Design uart_receiver_fsm, sky130hd; sources not shown.
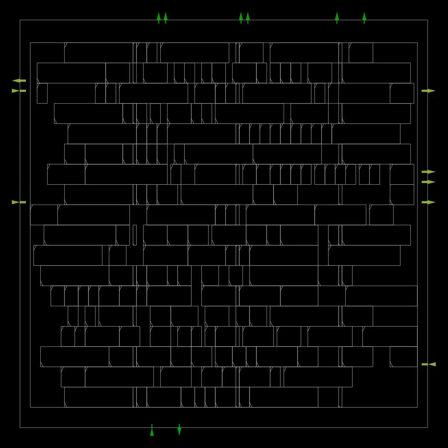
**Above:** placement view.
Well Taps: 30
sequential cell area share: 41.4%
Core Area: 2540 sq um

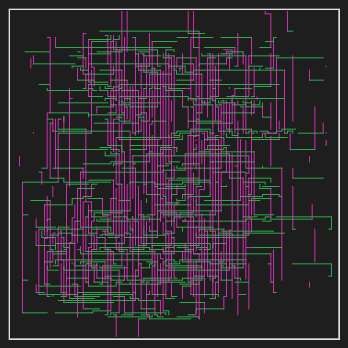
**Above:** metal layers overlaid.
(6 px per um) Only two layers are drawn.
- green: metal 1 (wire length 1,590 um)
- magenta: metal 2 (wire length 2,010 um)
WL per Instance: 17.8 um
Total Routed Length: 4000 um

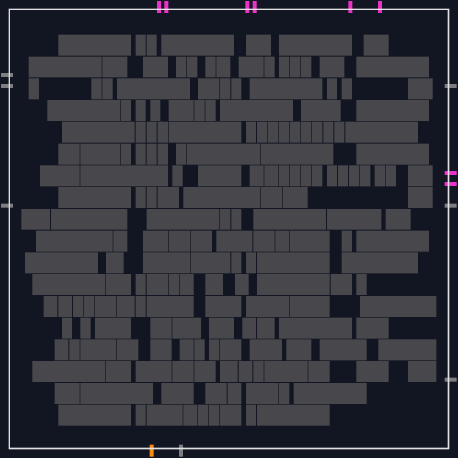
**Above:** I/O pins on the die edge.
(8 px per um) Pins as bars across the die edge, other pins in grey.
- magenta: rx_data (pins 8; direction output; edge 6 top, 2 right)
- orange: baud_tick (pins 1; direction input; edge bottom)
- all pins by edge: 6 top, 5 right, 3 left, 2 bottom
Die Y: 54.7 um
Port-buffer cells: 14
Die Width: 54.7 um

==> impl_metrics.tcl <==
# place-and-route summary
set metrics [dict create \
    yosys_area_sq_um 1530 \
    grt_antenna_before_repair 0 \
    drt_iter0_drc 89 \
    start_kind "register" \
    numClockSinks 33 \
    routabilityCongestion 0.872 \
    critPathTopFamily "flip-flops" \
    synthCells 157 \
    dpl_cell_area_sq_um 1770 \
    overflow 0 \
    area_delta_synth_final_pct 31.3 \
    htree_levels 2 \
    status "finished, final reports clean" \
    cp.arrival_ns 1.91 \
    fin_crit_sh_pct 97.1 \
    use_met3_pct 8.33 \
    top_usage_layer "met2" \
    top_area_cell "dfrtp_1" \
    layout_min_cycle_time_ns 1.75 \
    timing.critical_path.buf_inv 1 \
    pwr-share-comb_pct 39.8 \
    utilization_pct 78.9 \
    drt-vias-per-instance 5.95 \
    syn_nets 163 \
    slew_viol_final 0 \
    cts_tree "done" \
    clkPwrFrac_pct 26.9 \
    cp.depth 6 \
    place_inst 208 \
    vias 1333 \
    edf_count 0 \
    rsz0062_at_grt "true" \
    grt_pass1_wl_um 5400 \
    yosysSeqAreaShare_pct 54.3 \
    grt_max_degree 34 \
    root_buffer "clkbuf_8" \
    timing.fmax_ghz 0.572 \
    ys.flop_type "dfrtp_1" \
    critPathMaxFanout 6 \
    power_frac_seq_pct 33.3 \
    cts_inserted_buffers 5 \
    drt-pass1-iter-count 4 \
    hold_path_class "reg -> reg" \
    critical-path-slowest-cell "dfrtp_1" \
    power_uw 2610 \
    cp_data_required_time_ns 1.97 \
    switchingPower_uw 885 \
    met1_usage_pct 31.5 \
    grt_pass1_vias 1222 \
    yosysWarnings 0 \
    use_met2_pct 44.0 \
    topCellsByArea "dfrtp_1 (47%), nand2_1 (15%), dfstp_2 (6.9%)" \
    setup-violations-final 0 \
    yosysUniqueCellTypes 40 \
    p_leak_uw 0.00104 \
    r2r_setup_slack_ns 0.05 \
    netlist_area_sq_um 1530 \
    fin_area_sq_um 2010 \
    internal_power_uw 1720 \
    cp-end-kind "register" \
    synth-cells-yosys 157 \
    clk_path_buf_depth 2 \
    hold_viol 0 \
    slowest_delay_ns 0.43 \
    cts_hold_buf 0 \
    warnings 28 \
    swShare_pct 34.0 \
    fp-row-count 18 \
    clk_pin_slew_worst_paths_ns 0.07 \
    fin_cells 224 \
    fin_nets 199 \
    gr-usage-all-layers_pct 26.9 \
    yosysMostFrequentCell "nand2_1" \
    worstPathCellList "buf_6 -> xor2_2 -> nor2_2 -> o311ai_4 -> nor2_4 -> mux2_4" \
    ir_worst_vdd_mv 1.19 \
    async_flop_share_pct 100 \
    powerDensity_nw_per_um2 1300 \
    drive_above_1_share_pct 28.9 \
    clkLatencyLatePin_ns 0.28 \
    io_pins 16 \
    path_class "reg -> reg" \
    top_area_share_pct 47.5 \
    cap_violations 0 \
    dieArea_sq_um 2990 \
    fp_util_pct 60.1 \
    ys_ff 33 \
    min_path_cells 0 \
    hpwl_um 2260 \
    common_cells "nand2_1 (60), dfrtp_1 (29), nor2_1 (7), o21ai_1 (6)" \
    antenna_left 0 \
    rr_worst_depth 6 \
    drc 0 \
    diodes 0 \
    skew_ns 0.00552 \
    avgSynthCellArea_sq_um 9.74 \
]
[metrics by stage]
| step | setup WS [ns] | hold WS [ns] | TNS (ns) |
|---|---|---|---|
| 6_report | 0.0528 | 0.351 | 0 |
| 5_1_grt | 0.0314 | 0.357 | 0 |
| 4_1_cts | 0.0269 | 0.354 | 0 |
| 3_5_place_dp | -0.229 | 0.349 | -3.44 |
| 3_3_place_gp | -0.132 | 0.347 | -2.00 |
| 2_1_floorplan | 0.185 | 0.244 | 0 |
[kinds of logic after synthesis]
group	after synthesis	synth area share (%)
AND-OR/OR-AND	24	11.4
XOR/XNOR	2	1.15
adder cells (fa/ha/maj)	2	1.64
buffers and inverters	12	4.66
flip-flops	33	54.3
multiplexers	3	2.62
other	1	0.245
AND/OR/NAND/NOR	80	24.0
[final cells by class]
type	count	area [sq um]
sequential	33	831
tap	30	37.5
clock buffer	6	82.6
timing repair buffer	35	304
inverter	6	22.5
fill	159	538
multi-input combinational	112	696
clock inverter	2	33.8
[cell usage in the layout (no fill, tap or decap), types with 2 or more instances in the layout]
master           count
a211oi_2             2
nand4_2              2
buf_2                2
nand3_1              2
nor3_1               2
clkdlybuf4s50_1      2
nor2_2               2
buf_6                3
mux2_4               2
dfrtp_1             29
o21ai_1              4
nor2_1               5
dlygate4sd2_1       10
inv_1                5
nand2_1             60
o21ai_2              3
buf_4               16
o21ai_0              4
dfstp_2              4
clkbuf_8             6
[timing repair]
item	CTS	global route
buffers inserted	1	6
hold endpoints to repair	0	0
gates resized	18	15
pin swaps	1	9
cloned	0	1
endpoints found under the setup margin	17	12
[power by group through the flow]
stage	registers (uW)	clock network, uW	logic, uW
floorplan	852	0	541
global placement	852	0	741
detailed placement	858	0	773
CTS	846	707	830
global route	874	745	1080
finish	868	702	1040
[per-layer routing]
metal,wire (um),vias to the layer above
li1,-,586
met3,269,19
met2,2010,76
met5,0,-
met4,131,0
met1,1590,652
Power and IR drop assume default switching activity.
